--- config.mk ---
export PLATFORM = sky130hd
export DESIGN_NAME = fetch_sequencer_flat
export DESIGN_NICKNAME = d
export VERILOG_FILES = /design/src/rtl/fetch_sequencer_if.sv /design/src/rtl/fetch_sequencer.sv /design/src/flat_wrapper.sv
export SDC_FILE = /design/constraint.sdc
export NUM_CORES = 1
export LEC_CHECK = 0
export CELL_PAD_IN_SITES_DETAIL_PLACEMENT = 1
export CELL_PAD_IN_SITES_GLOBAL_PLACEMENT = 1
export CORE_UTILIZATION = 26
export DETAILED_ROUTE_END_ITERATION = 12
export GPL_TIMING_DRIVEN = 1
export PLACE_DENSITY_LB_ADDON = 0.1
export SETUP_SLACK_MARGIN = 0.2
export SYNTH_ARGS = -nofsm -noshare
export SYNTH_HDL_FRONTEND = slang
export SYNTH_SLANG_ARGS = --single-unit
--- constraint.sdc ---
create_clock -name clk -period 5.06 [get_ports clk]
set_clock_uncertainty 0.15 [all_clocks]
set_input_delay 1.012 -clock clk [delete_from_list [all_inputs] [get_ports clk]]
set_output_delay 1.012 -clock clk [all_outputs]
set_load 0.05 [all_outputs]
--- src/rtl/fetch_sequencer_if.sv ---
// Fetch-side bus between the fetch sequencer and the fetch block: redirect
// strobes/targets and PC+1 in, next PC, PC enable and IF/ID flush out.
interface fetch_sequencer_if #(
   parameter int width_B = 32
);
   logic               branch_taken;
   logic [width_B-1:0] branch_target;
   logic               jump;
   logic [width_B-1:0] jump_target;
   logic [width_B-1:0] PC_sumado;
   logic [width_B-1:0] PC_next;
   logic               PC_write;
   logic               flush_IFID;

   modport master (
      input  branch_taken, branch_target, jump, jump_target, PC_sumado,
      output PC_next, PC_write, flush_IFID
   );

   modport slave (
      output branch_taken, branch_target, jump, jump_target, PC_sumado,
      input  PC_next, PC_write, flush_IFID
   );
endinterface

--- src/rtl/fetch_sequencer.sv ---
// Debug-aware fetch sequencer: IDLE/RUN/HALT/STEP control of the PC enable,
// redirect selection, IF/ID flush, fetch counting and sticky bad-target trap.
module fetch_sequencer #(
   parameter int width_B = 32,
   parameter int Addr_B  = 10
) (
   input  logic               clk,
   input  logic               reset,
   input  logic               start,
   input  logic               halt_req,
   input  logic               step_req,
   input  logic               stall,
   fetch_sequencer_if.master  bus,
   output logic               addr_error,
   output logic [1:0]         state,
   output logic [width_B-1:0] fetch_count
);

   typedef enum logic [1:0] {
      IDLE = 2'd0,
      RUN  = 2'd1,
      HALT = 2'd2,
      STEP = 2'd3
   } state_t;

   state_t             state_r;
   state_t             state_nxt_s;
   logic [width_B-1:0] fetch_count_r;
   logic               addr_error_r;

   logic               redirect_s;
   logic [width_B-1:0] sel_target_s;
   logic [width_B-1:0] pc_next_s;
   logic               active_s;
   logic               bad_target_s;
   logic               pc_write_s;
   logic               flush_s;

   // A target is unreachable when any bit at or above the ROM address width is set.
   function automatic logic out_of_range(input logic [width_B-1:0] tgt);
      return ((tgt >> Addr_B) != {width_B{1'b0}});
   endfunction

   // Redirect selection and fetch enables; a redirect beats a stall, a bad target kills both.
   always_comb begin
      redirect_s = bus.branch_taken | bus.jump;
      if (bus.branch_taken) begin
         sel_target_s = bus.branch_target;
      end else begin
         sel_target_s = bus.jump_target;
      end
      if (redirect_s) begin
         pc_next_s = sel_target_s;
      end else begin
         pc_next_s = bus.PC_sumado;
      end
      active_s     = (state_r == RUN) || (state_r == STEP);
      bad_target_s = active_s & redirect_s & out_of_range(sel_target_s);
      pc_write_s   = active_s & ~bad_target_s & (~stall | redirect_s);
      flush_s      = pc_write_s & redirect_s;
   end

   // Next-state logic; halt wins over start in RUN, start wins over step in HALT.
   always_comb begin
      state_nxt_s = state_r;
      case (state_r)
         IDLE: begin
            if (start) begin
               state_nxt_s = RUN;
            end else begin
               state_nxt_s = IDLE;
            end
         end
         RUN: begin
            if (bad_target_s || halt_req) begin
               state_nxt_s = HALT;
            end else begin
               state_nxt_s = RUN;
            end
         end
         HALT: begin
            if (start && !addr_error_r) begin
               state_nxt_s = RUN;
            end else if (step_req) begin
               state_nxt_s = STEP;
            end else begin
               state_nxt_s = HALT;
            end
         end
         STEP: begin
            state_nxt_s = HALT;
         end
         default: begin
            state_nxt_s = IDLE;
         end
      endcase
   end

   // State register.
   always_ff @(posedge clk) begin
      if (reset) begin
         state_r <= IDLE;
      end else begin
         state_r <= state_nxt_s;
      end
   end

   // Committed-fetch counter (wraps naturally) and sticky bad-target flag.
   always_ff @(posedge clk) begin
      if (reset) begin
         fetch_count_r <= {width_B{1'b0}};
         addr_error_r  <= 1'b0;
      end else begin
         if (pc_write_s) begin
            fetch_count_r <= fetch_count_r + {{(width_B-1){1'b0}}, 1'b1};
         end
         if (bad_target_s) begin
            addr_error_r <= 1'b1;
         end
      end
   end

   assign bus.PC_next    = pc_next_s;
   assign bus.PC_write   = pc_write_s;
   assign bus.flush_IFID = flush_s;
   assign state          = state_r;
   assign addr_error     = addr_error_r;
   assign fetch_count    = fetch_count_r;

endmodule

--- src/flat_wrapper.sv ---
// flat-port wrapper written by rule: the top's interface ports become plain ports
module fetch_sequencer_flat 
#(
   parameter int width_B = 32,
   parameter int Addr_B  = 10
)
  (clk, reset, start, halt_req, step_req, stall, addr_error, state, fetch_count, bus_branch_taken, bus_branch_target, bus_jump, bus_jump_target, bus_PC_sumado, bus_PC_next, bus_PC_write, bus_flush_IFID);
  fetch_sequencer_if #(.width_B(width_B)) bus_i ();
  input  logic clk;
  input  logic reset;
  input  logic start;
  input  logic halt_req;
  input  logic step_req;
  input  logic stall;
  output logic addr_error;
  output logic [1:0] state;
  output logic [width_B-1:0] fetch_count;
  input wire logic [$bits(bus_i.branch_taken)-1:0] bus_branch_taken;
  input wire logic [$bits(bus_i.branch_target)-1:0] bus_branch_target;
  input wire logic [$bits(bus_i.jump)-1:0] bus_jump;
  input wire logic [$bits(bus_i.jump_target)-1:0] bus_jump_target;
  input wire logic [$bits(bus_i.PC_sumado)-1:0] bus_PC_sumado;
  output wire logic [$bits(bus_i.PC_next)-1:0] bus_PC_next;
  output wire logic [$bits(bus_i.PC_write)-1:0] bus_PC_write;
  output wire logic [$bits(bus_i.flush_IFID)-1:0] bus_flush_IFID;
  assign bus_i.branch_taken = bus_branch_taken;
  assign bus_i.branch_target = bus_branch_target;
  assign bus_i.jump = bus_jump;
  assign bus_i.jump_target = bus_jump_target;
  assign bus_i.PC_sumado = bus_PC_sumado;
  assign bus_PC_next = bus_i.PC_next;
  assign bus_PC_write = bus_i.PC_write;
  assign bus_flush_IFID = bus_i.flush_IFID;
  fetch_sequencer #(.width_B(width_B), .Addr_B(Addr_B)) u_core (.clk(clk), .reset(reset), .start(start), .halt_req(halt_req), .step_req(step_req), .stall(stall), .bus(bus_i), .addr_error(addr_error), .state(state), .fetch_count(fetch_count));
endmodule
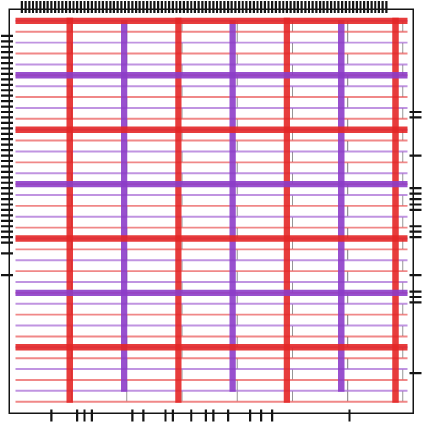
*Power grid, run 1*
Drawn at 4 px/µm. Pins as bars on the die edge. Tap cells in gray.
red -> VSS
purple -> VDD
met5 straps = 7
rows = 35
signal pins = 173
met4 straps = 7

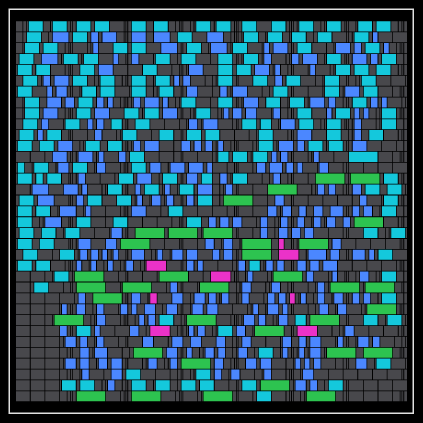
*Cells colored by class, run 1*
Drawn at 4 px/µm. Fill, decap, tap and diode cells in gray.
blue -> all other logic  # cells 274, share of their area 40%
cyan -> other buffers and delay cells  # cells 177, share of their area 41%
magenta -> clock drivers and dummy loads  # cells 8, share of their area 1.9%
green -> flip-flops  # cells 35, share of their area 16%

==> deck_impl_summary.md, run 1 <==
Physical Implementation Snapshot

Placement
  • Gpl congestion: about 0.76
  • Area after DPL: roughly 4300 µm²
  • DP HPWL: between 8 and 9 mm
  • Port Buffers: 172

Critical path
  • Worst EP arrival: 3.11 ns
  • Critical path's largest stage delay: approximately 0.7 ns
  • Crit path kind: primary input to primary output
  • Worst path bufs/invs: 2
  • Worst setup path end: bus_PC_next[11]
  • Crit-path cells: buf_2, mux2_2, mux2_2, clkdlybuf4s50_1
  • Reg2Reg Depth: 7
  • Worst setup EP type: primary output
  • Worst Setup SP: bus_jump
  • Setup slack, reg-to-reg: between 2 and 3 ns
  • Critical path peak fanout: 34

Synthesis
  • Flops after synth: 35
  • EDFF count, synth: 0
  • Syn. warnings: 0
  • Ao+oa area frac: ~23%
  • Adder and majority gate portion of the synthesized area: 0.4946%
  • Yosys xor share: less than 1%
  • Simple-gate share of the synthesized area: between 20% and 30%
  • Synth async-reset ratio: 0%
  • Post-Synthesis Mean Instance Area: 7.552 µm²

Layout
  • Top cell category: non-clock buffers
  • Top Layout Cells: clkdlybuf4s50_1, o21ai_0, nand2_1
  • Register area: between 700 and 800 µm²
  • Clkbuf count: 7
  • Multi-input gates: around 270
  • Number of diodes: 0
  • P&R area growth vs syn: 74.78%
  • Layout cell share with drive strength beyond 1: ~5.7%
  • Sequential cell count: 35

STA
  • Post-route setup TNS: 0 ns
  • Final Max Tran Viols: 0
  • Final hold vios: 0
  • RSZ-0062 raised after global routing: no
  • Max Clock Freq: ~0.23 GHz

Drt
  • WL/cell: 17.33 µm
  • Met3 WL: around 440 µm
  • Met2 wire length: approximately 5.7 mm
  • Detail Route Antenna Nets: 0
  • Vias per inst: between 5 and 6
  • Drt drc: 0
  • Drt first-iter violations: 113
  • DR top layer: met4

Clock tree
  • Clock Root Buffer: clkbuf_8
  • Cts hold-fix bufs: 0
  • Post_cts resized: 0
  • TritonCTS buffer count: 5
  • H-tree levels: 2
  • Setup Fix Bufs, Post-CTS: 0
  • Clock transition at path regs: about 0.07 ns

Pwr
  • Top power group: combinational logic
  • Pleak: roughly 1.5 nW
  • Clock group share of total power: 25.4%
  • Seq pwr share: ~36%
  • Comb pwr: about 0.3 mW
  • P_seq: between 0.2 and 0.3 mW
  • Pint: ~0.51 mW

Hold path
  • Hold path depth: 2
  • Hold path startpoint: u_core.fetch_count[31]$_SDFFE_PP0P_
  • Worst hold-check path type: flop to flop

Floorplan
  • Die height: slightly above 100 µm
  • Core footprint: approximately 9300 µm²
  • Num rows: 35
  • Die area: approximately 10000 µm²

Status
  • Outcome: finished clean

Global route
  • Most Used Layer, Global Route: met2
  • Grt met1 use: 26.18%
  • First-pass GRT wire length: ~17 mm
  • GRT Total Usage: a little over a fifth
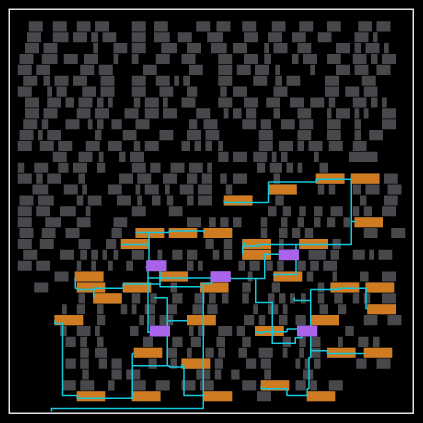
*Clock network drawn from the DEF, run 1*
Drawn at 4 px/µm.
cyan -> clock wires  # length 541 µm
orange -> flip-flops  # count 35
purple -> cells driving clock nets  # count 5
routed clock nets = 6

### Routed metal, one color a layer, run 1

Drawn at 4 px/µm.
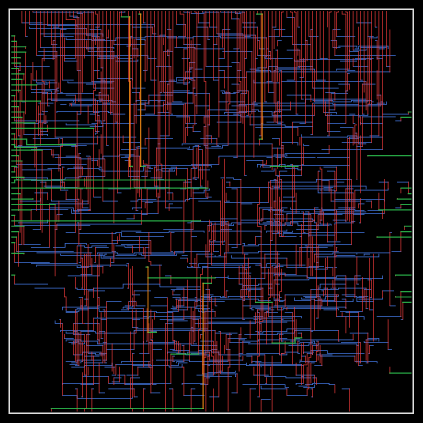

## Run 2: what changed since run 1
--- a/config.mk
+++ b/config.mk
@@ -7,7 +7,7 @@
 export LEC_CHECK = 0
 export CELL_PAD_IN_SITES_DETAIL_PLACEMENT = 1
 export CELL_PAD_IN_SITES_GLOBAL_PLACEMENT = 1
-export CORE_UTILIZATION = 26
+export CORE_UTILIZATION = 24
 export DETAILED_ROUTE_END_ITERATION = 12
 export GPL_TIMING_DRIVEN = 1
 export PLACE_DENSITY_LB_ADDON = 0.1
==> constraint.sdc (replaced) <==
create_clock -name clk -period 4 [get_ports clk]
set_clock_uncertainty 0.15 [all_clocks]
set_input_delay 0.8 -clock clk [delete_from_list [all_inputs] [get_ports clk]]
set_output_delay 0.8 -clock clk [all_outputs]
set_load 0.05 [all_outputs]
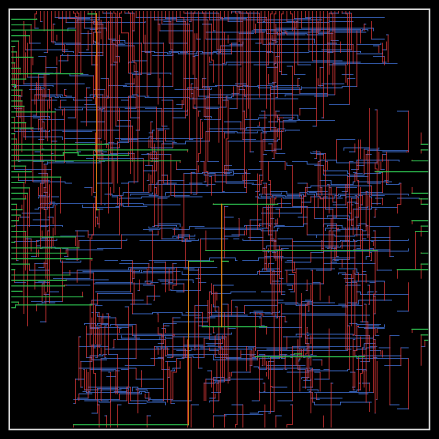
*Routed metal, one color a layer, run 2*
Drawn at 4 px/µm.
blue -> met1  # wire length 4490 µm
green -> met3  # wire length 637 µm
red -> met2  # wire length 5380 µm
orange -> met4  # wire length 120 µm
routed vias: 3218
WL/cell: 16.73 µm
GRT Total Usage: 19.20%

==> deck_impl_summary.md, run 2 <==
Physical Implementation Snapshot

Critical path
  • Worst Setup SP: bus_jump_target[17] (was bus_jump)
  • Worst setup path end: bus_PC_write (was bus_PC_next[11])
  • Crit path kind: primary input to primary output (unchanged)
  • R2r endpoint: u_core.fetch_count[31]$_SDFFE_PP0P_ (unchanged)
  • Worst EP arrival: 2.74 ns (was 3.11 ns)
  • Critical path's largest stage delay: 0.52 ns (was 0.71 ns)
  • Setup slack, reg-to-reg: 1.46 ns (was 2.55 ns)
  • Critical path peak fanout: 3 (was 34)
  • Worst r2r src: u_core.fetch_count[3]$_SDFFE_PP0P_ (unchanged)
  • Reg2Reg Depth: 7 (unchanged)
  • Worst path bufs/invs: 3 (was 2)
  • Worst setup EP type: primary output (unchanged)
  • Crit-path cells: clkdlybuf4s50_1, or4_1, o22ai_1, nand4_1, o31a_2, inv_2, buf_12 (was buf_2, mux2_2, mux2_2, clkdlybuf4s50_1)

Drt
  • Detail Route Antenna Nets: 0 (unchanged)
  • Met2 wire length: 5.376 mm (was 5.654 mm)
  • Drt drc: 0 (unchanged)
  • Met3 WL: 637 µm (was 437 µm)
  • Drt first-iter violations: 78 (was 113)
  • Vias per inst: 5.068 (was 5.104)
  • DR top layer: met4 (unchanged)
  • Pre-antenna DRT Iters: 4 (unchanged)

Pwr
  • Seq pwr share: 34.8% (was 36.2%)
  • Pint: 0.6720 mW (was 0.5139 mW)
  • Worst vdd ir: 0.0001183 V (was 0.00008561 V)
  • Comb pwr: 0.385 mW (was 0.299 mW)
  • P_seq: 0.356 mW (was 0.281 mW)
  • Pleak: 1.575 nW (was 1.541 nW)
  • Top power group: combinational logic (unchanged)
  • Clock group share of total power: 27.5% (was 25.4%)

Layout
  • Top cell category: non-clock buffers (unchanged)
  • Number of diodes: 0 (unchanged)
  • Clkbuf count: 6 (was 7)
  • Non-clk buf share: 40.04% (was 39.73%)
  • Multi-input gates: 268 (unchanged)
  • Sequential cell count: 35 (unchanged)
  • Top Layout Cells: clkdlybuf4s50_1, nand2_1, dfxtp_1 (was clkdlybuf4s50_1, o21ai_0, nand2_1)
  • P&R area growth vs syn: 77.84% (was 74.78%)
  • Register area: 700.7 µm² (unchanged)
  • Design area: 4499 µm² (was 4422 µm²)
  • Layout cell share with drive strength beyond 1: 7.816% (was 5.668%)
  • Post-layout util: 43.78% (was 47.40%)

Run
  • Tool warning count: 26 (unchanged)

Synthesis
  • Yosys Chip Area: 2530 µm² (unchanged)
  • Flops after synth: 35 (unchanged)
  • Post-Synthesis Mean Instance Area: 7.552 µm² (unchanged)
  • Simple-gate share of the synthesized area: 28.24% (unchanged)
  • Adder and majority gate portion of the synthesized area: 0.4946% (unchanged)
  • Post-synthesis cell count: 335 (unchanged)
  • Syn. warnings: 0 (unchanged)
  • EDFF count, synth: 0 (unchanged)
  • Yosys xor share: 0.3462% (unchanged)
  • Synth async-reset ratio: 0% (unchanged)
  • Ao+oa area frac: 22.50% (unchanged)
  • Yosys stat cell total: 335 (unchanged)

Clock tree
  • Setup Fix Bufs, Post-CTS: 0 (unchanged)
  • H-tree levels: 2 (unchanged)
  • TritonCTS buffer count: 5 (unchanged)
  • Post_cts resized: 0 (unchanged)
  • Cts hold-fix bufs: 0 (unchanged)
  • Clock Root Buffer: clkbuf_8 (unchanged)
  • Clock transition at path regs: 0.08 ns (was 0.07 ns)

STA
  • Final hold vios: 0 (unchanged)
  • RSZ-0062 raised after global routing: no (unchanged)
  • Final Max Tran Viols: 0 (unchanged)
  • Max Clock Freq: 0.2709 GHz
  • Post-route setup TNS: 0 ns (unchanged)

Floorplan
  • Core footprint: 10280 µm² (was 9328 µm²)
  • Num rows: 37 (was 35)
  • Die height: 104.7 µm (was 100.6 µm)
  • Die area: 10960 µm² (was 10130 µm²)

Global route
  • First-pass GRT wire length: 16.75 mm (was 16.52 mm)
  • Gr ovfl total: 0 (unchanged)
  • Most Used Layer, Global Route: met2 (unchanged)
  • Grt met1 use: 23.21% (was 26.18%)

Hold path
  • Hold path depth: 2 (unchanged)
  • Worst hold-check path type: flop to flop (unchanged)
  • Hold path startpoint: u_core.addr_error$_SDFFE_PP0P_ (was u_core.fetch_count[31]$_SDFFE_PP0P_)

Placement
  • Area after DPL: 4394 µm² (was 4340 µm²)
  • DP HPWL: 8.677 mm (was 8.757 mm)
  • Port Buffers: 172 (unchanged)
  • Gpl congestion: 0.7534 (was 0.7560)

Status
  • Outcome: finished clean (unchanged)
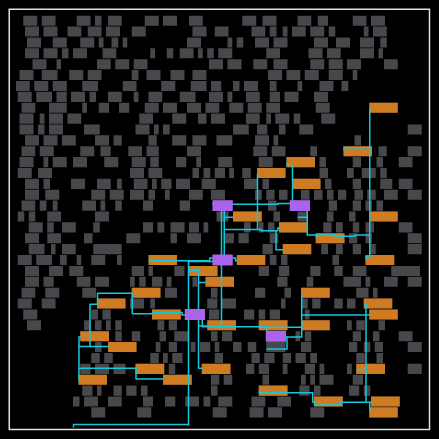
*Clock network drawn from the DEF, run 2*
Drawn at 4 px/µm.
cyan -> clock wires  # length 553 µm
orange -> flip-flops  # count 35
purple -> cells driving clock nets  # count 5
routed clock nets = 6

Power figures rest on the tool's default switching activity, not on a simulated workload.
